### config.mk
export PLATFORM = sky130hd
export DESIGN_NAME = expr_lane_pipe
export DESIGN_NICKNAME = d
export VERILOG_FILES = /design/src/rtl/expr_pipe_pkg.sv /design/src/rtl/expr_lane.sv /design/src/rtl/expr_lane_pipe.sv
export SDC_FILE = /design/constraint.sdc
export NUM_CORES = 1
export LEC_CHECK = 0
export ABC_AREA = 1
export CAP_MARGIN = 25
export CORE_UTILIZATION = 53
export DETAILED_ROUTE_END_ITERATION = 10
export PLACE_DENSITY = 0.8
export SYNTH_ARGS = -nofsm -noshare
export SYNTH_HDL_FRONTEND = slang
export SYNTH_SLANG_ARGS = --single-unit
### constraint.sdc
create_clock -name clk -period 3 [get_ports clk]
set_clock_uncertainty 0.1 [all_clocks]
set_input_delay 0.6 -clock clk [delete_from_list [all_inputs] [get_ports clk]]
set_output_delay 0.6 -clock clk [all_outputs]
set_load 0.01 [all_outputs]
### src/rtl/expr_pipe_pkg.sv
// Shared opcode encoding and result-width helper for the expression lane pipeline.
package expr_pipe_pkg;

  typedef enum logic [3:0] {
    OP_ADD  = 4'd0,
    OP_SUB  = 4'd1,
    OP_AND  = 4'd2,
    OP_OR   = 4'd3,
    OP_XOR  = 4'd4,
    OP_XNOR = 4'd5,
    OP_SHL  = 4'd6,
    OP_SHR  = 4'd7,
    OP_ASHR = 4'd8,
    OP_LT   = 4'd9,
    OP_LE   = 4'd10,
    OP_EQ   = 4'd11,
    OP_LAND = 4'd12,
    OP_RXOR = 4'd13,
    OP_DIV  = 4'd14,
    OP_MOD  = 4'd15
  } op_e;

  // One guard bit above the operand width holds the carry of add/sub.
  function automatic int res_w(input int w);
    return w + 1;
  endfunction

endpackage

### src/rtl/expr_lane.sv
// Combinational single-lane evaluator on pre-extended operands.
// EXPR_PIPE_DIV_EN enables the DIV/MOD datapath; otherwise both flag an error.
module expr_lane
  import expr_pipe_pkg::*;
#(
  parameter int W = 6,
  parameter int R = res_w(W)
) (
  input  logic [R-1:0] a_i,
  input  logic [R-1:0] b_i,
  input  logic         sgn_i,
  input  op_e          op_i,
  output logic [R-1:0] res_o,
  output logic         err_o
);

  logic signed [R-1:0] a_s;
  logic signed [R-1:0] b_s;
  logic [W-1:0]        amt;
  logic                lt;
  logic                le;

  assign a_s = a_i;
  assign b_s = b_i;
  // Shift amount is the raw operand, never its sign-extended form.
  assign amt = b_i[W-1:0];
  assign lt  = sgn_i ? (a_s < b_s)  : (a_i < b_i);
  assign le  = sgn_i ? (a_s <= b_s) : (a_i <= b_i);

  always_comb begin
    res_o = '0;
    err_o = 1'b0;
    case (op_i)
      OP_ADD:  res_o = a_i + b_i;
      OP_SUB:  res_o = a_i - b_i;
      OP_AND:  res_o = a_i & b_i;
      OP_OR:   res_o = a_i | b_i;
      OP_XOR:  res_o = a_i ^ b_i;
      OP_XNOR: res_o = ~(a_i ^ b_i);
      OP_SHL:  res_o = a_i << amt;
      OP_SHR:  res_o = a_i >> amt;
      OP_ASHR: begin
        if (sgn_i) res_o = a_s >>> amt;
        else       res_o = a_i >> amt;
      end
      OP_LT:   res_o = {{(R-1){1'b0}}, lt};
      OP_LE:   res_o = {{(R-1){1'b0}}, le};
      OP_EQ:   res_o = {{(R-1){1'b0}}, a_i == b_i};
      OP_LAND: res_o = {{(R-1){1'b0}}, (|a_i) && (|b_i)};
      OP_RXOR: res_o = {{(R-1){1'b0}}, ^a_i[W-1:0]};
`ifdef EXPR_PIPE_DIV_EN
      OP_DIV, OP_MOD: begin
        if (b_i == '0) begin
          err_o = 1'b1;
        end else if (sgn_i) begin
          res_o = (op_i == OP_DIV) ? a_s / b_s : a_s % b_s;
        end else begin
          res_o = (op_i == OP_DIV) ? a_i / b_i : a_i % b_i;
        end
      end
`else
      OP_DIV, OP_MOD: err_o = 1'b1;
`endif
      default: res_o = '0;
    endcase
  end

endmodule

### src/rtl/expr_lane_pipe.sv
// Two-stage valid/ready pipeline evaluating LANES expressions per transaction,
// with a running XOR signature of consumed results. DIV/MOD gated by EXPR_PIPE_DIV_EN.
module expr_lane_pipe
  import expr_pipe_pkg::*;
#(
  parameter int W     = 6,
  parameter int LANES = 4
) (
  input  logic                     clk,
  input  logic                     rst_n,
  input  logic                     in_valid,
  output logic                     in_ready,
  input  logic [LANES*W-1:0]       in_a,
  input  logic [LANES*W-1:0]       in_b,
  input  logic [LANES-1:0]         in_sa,
  input  logic [LANES-1:0]         in_sb,
  input  logic [LANES*4-1:0]       in_op,
  output logic                     out_valid,
  input  logic                     out_ready,
  output logic [LANES*(W+1)-1:0]   out_data,
  output logic [LANES-1:0]         out_err,
  input  logic                     sig_clr,
  output logic [LANES*(W+1)-1:0]   sig
);

  localparam int R = res_w(W);

  logic                 s1_valid_q, s1_valid_d;
  logic [LANES*R-1:0]   a_q, b_q;
  logic [LANES-1:0]     sgn_q;
  logic [LANES*4-1:0]   op_q;
  logic                 out_valid_q;
  logic [LANES*R-1:0]   data_q;
  logic [LANES-1:0]     err_q;
  logic [LANES*R-1:0]   sig_q, sig_d;

  logic                 s2_load;
  logic                 in_fire;
  logic                 out_fire;
  logic [LANES*R-1:0]   a_x, b_x, res;
  logic [LANES-1:0]     ctx, err;

  assign s2_load  = !out_valid_q || out_ready;
  assign in_ready = !s1_valid_q || s2_load;
  assign in_fire  = in_valid && in_ready;
  assign out_fire = out_valid_q && out_ready;

  always_comb begin
    ctx = '0;
    a_x = '0;
    b_x = '0;
    for (int i = 0; i < LANES; i++) begin
      ctx[i]        = in_sa[i] & in_sb[i];
      a_x[i*R +: R] = {ctx[i] & in_a[i*W + W-1], in_a[i*W +: W]};
      b_x[i*R +: R] = {ctx[i] & in_b[i*W + W-1], in_b[i*W +: W]};
    end
  end

  always_comb begin
    s1_valid_d = s1_valid_q;
    if (in_fire)      s1_valid_d = 1'b1;
    else if (s2_load) s1_valid_d = 1'b0;
  end

  always_comb begin
    sig_d = sig_q;
    if (sig_clr)       sig_d = '0;
    else if (out_fire) sig_d = sig_q ^ data_q;
  end

  // S1: extended operands, context flags and opcodes
  always_ff @(posedge clk) begin
    if (!rst_n) s1_valid_q <= 1'b0;
    else        s1_valid_q <= s1_valid_d;
  end

  always_ff @(posedge clk) begin
    if (in_fire) begin
      a_q   <= a_x;
      b_q   <= b_x;
      sgn_q <= ctx;
      op_q  <= in_op;
    end
  end

  for (genvar g = 0; g < LANES; g++) begin : g_lane
    expr_lane #(.W(W)) u_lane (
      .a_i   (a_q[g*R +: R]),
      .b_i   (b_q[g*R +: R]),
      .sgn_i (sgn_q[g]),
      .op_i  (op_e'(op_q[g*4 +: 4])),
      .res_o (res[g*R +: R]),
      .err_o (err[g])
    );
  end

  // S2: lane results, error flags and output valid
  always_ff @(posedge clk) begin
    if (!rst_n) begin
      out_valid_q <= 1'b0;
      data_q      <= '0;
      err_q       <= '0;
    end else if (s2_load) begin
      out_valid_q <= s1_valid_q;
      if (s1_valid_q) begin
        data_q <= res;
        err_q  <= err;
      end
    end
  end

  always_ff @(posedge clk) begin
    if (!rst_n) sig_q <= '0;
    else        sig_q <= sig_d;
  end

  assign out_valid = out_valid_q;
  assign out_data  = data_q;
  assign out_err   = err_q;
  assign sig       = sig_q;

endmodule

==> run notes <==
run metrics: CTS-repair resized insts=0, largest vdd supply drop=0.0002743 V, yosys synthesis chip area=12490 sq um, nonclk inv count=around 240, antenna cell count=0, final worst slack=around 0.34 ns, num rows=55, clock slew at the register clock pins of the worst setup and hold paths=roughly 0.070 ns, post-synthesis sequential element count=138, max-slew violation count=0, Power Combinational=0.00144 W, r2r setup slk=between 0.3 and 0.4 ns, number of cells on the worst hold path=1, proportion of power drawn by flip-flops and latches=37.9%, Crit path arrival time=between 2 and 3 ns, final total power=about 0.0058 W, longest individual stage delay on the worst path=roughly 0.58 ns, Area leader share=18.28%, first-pass detailed-route iteration total=7, worst path bufs/invs=2, unrepaired setup endpoints after global routing=no, cell count of the worst reg-to-reg path=13, top metal layer carrying routed signals=met4, Vias=13310, total DRC errors in the routed layout=0, final net count=2202, beginning of the worst register-to-register path=b_q[16], fraction of synthesized cell area in xor and xnor cells=2.104%, register share after synthesis=28.22%, maximum count of clock buffers along a single path=2, Hold Slack=0.3440 ns, GRT met1 Usage=a little over two fifths, startpoint of the lowest-slack hold path=sig[24], Synth area leader=sky130_fd_sc_hd__edfxtp_1, total routed wirelength=just under 40000 microns, syn_nets=2055, Async SR Flop Fraction=0%, yosys adder share=between 10% and 20%, post-cts hold buffer count=0, number of antenna violations at the first check in global routing=0, met2 routed wirelength=around 18000 microns, met1 layer wirelength in the final routing=about 17000 microns, Switching Power=between 0.0015 and 0.002 W, Yosys cell types=50, HPWL after detailed placement=31310 microns, final-layout fill cell count=2090, main flop type after synthesis=sky130_fd_sc_hd__edfxtp_1, maximum number of pins on one net before global-route repair=39, Synth top cells by count=528 x sky130_fd_sc_hd__nand2_1, 200 x sky130_fd_sc_hd__inv_1, 190 x sky130_fd_sc_hd__nand3_1, 147 x sky130_fd_sc_hd__nor2_1, 124 x sky130_fd_sc_hd__a21oi_1, RR Endpoint=out_data[18], worst setup path endpoint=out_data[18], yosys warns=0, area share of and/or/nand/nor cells after synthesis=35.85%, proportion of synthesized area in mux cells=0%, CP Capture Type=register, overflow left after global routing=0, Die Span Y=155.5 microns, Static Leak=6.751 nW, clock root cell=sky130_fd_sc_hd__clkbuf_16, Chip Width=~160 microns, outcome=completed, Top Layout Cells=528 x sky130_fd_sc_hd__nand2_1, 199 x sky130_fd_sc_hd__inv_1, 190 x sky130_fd_sc_hd__nand3_1, combinational fraction of the cell area=between 50% and 60%, final design area excluding fillers=about 15000 sq um, part of the total power dissipated in combinational logic=24.8%, cell area after placement=14280 sq um, number of DRC markers in iteration 0=1413, post-synth design cell area=roughly 12000 sq um, effective utilization at floorplan=54.65%, Non-clk bufs=177, Avg Inst Size Synth=6.663 sq um, yosys aoi share=between 10% and 20%, Worst Path Class, Setup=reg -> reg
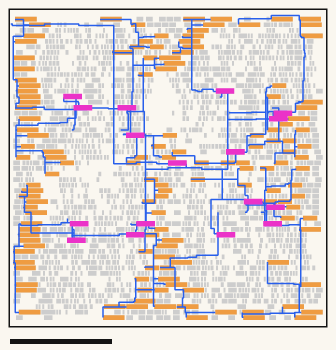
(clock wires, drivers and flops)
Scale bar: 50 microns.
- orange: flip-flops (count 138)
- magenta: clock drivers (count 17)
- blue: clock wires (length 2090 microns)
- routed clock nets: 18
clock-net power: 0.00218 W
portion of total power attributed to the clock network: 37.4%
worst-skew pair later-pin latency: 0.43 ns

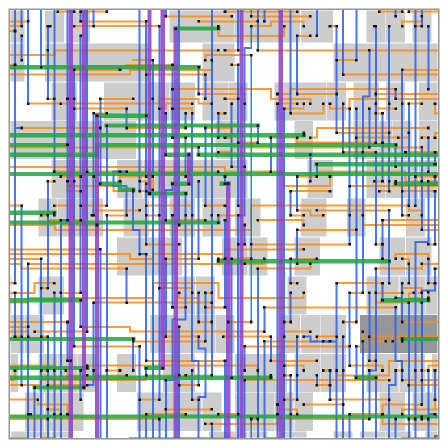
(close-up of the layout)
Window x 102 to 132, y 24 to 54 microns. Cells in gray, sequential cells in the stronger gray; small squares are vias.
- purple: metal 4
- blue: metal 2
- green: metal 3
- orange: metal 1
- sequential cells in the window: 0
- cells with their middle in the window: 86
- most frequent: nand2_1 (21), nand3_1 (13), inv_1 (8)

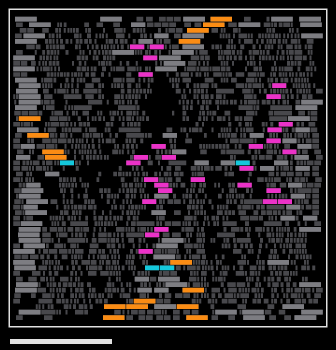
(sequential cells colored by netlist name)
Scale bar: 50 microns. Other sequential cells in the stronger gray, the rest of the logic in the fainter gray.
- cyan: out_err (placed flops 4)
- orange: op_q (placed flops 16)
- magenta: out_data (placed flops 28)
sequential fraction of total cell area: 23.69%
Core Util, Final: 65.10%
total sequential power: 0.00221 W

Power and IR drop assume default switching activity.
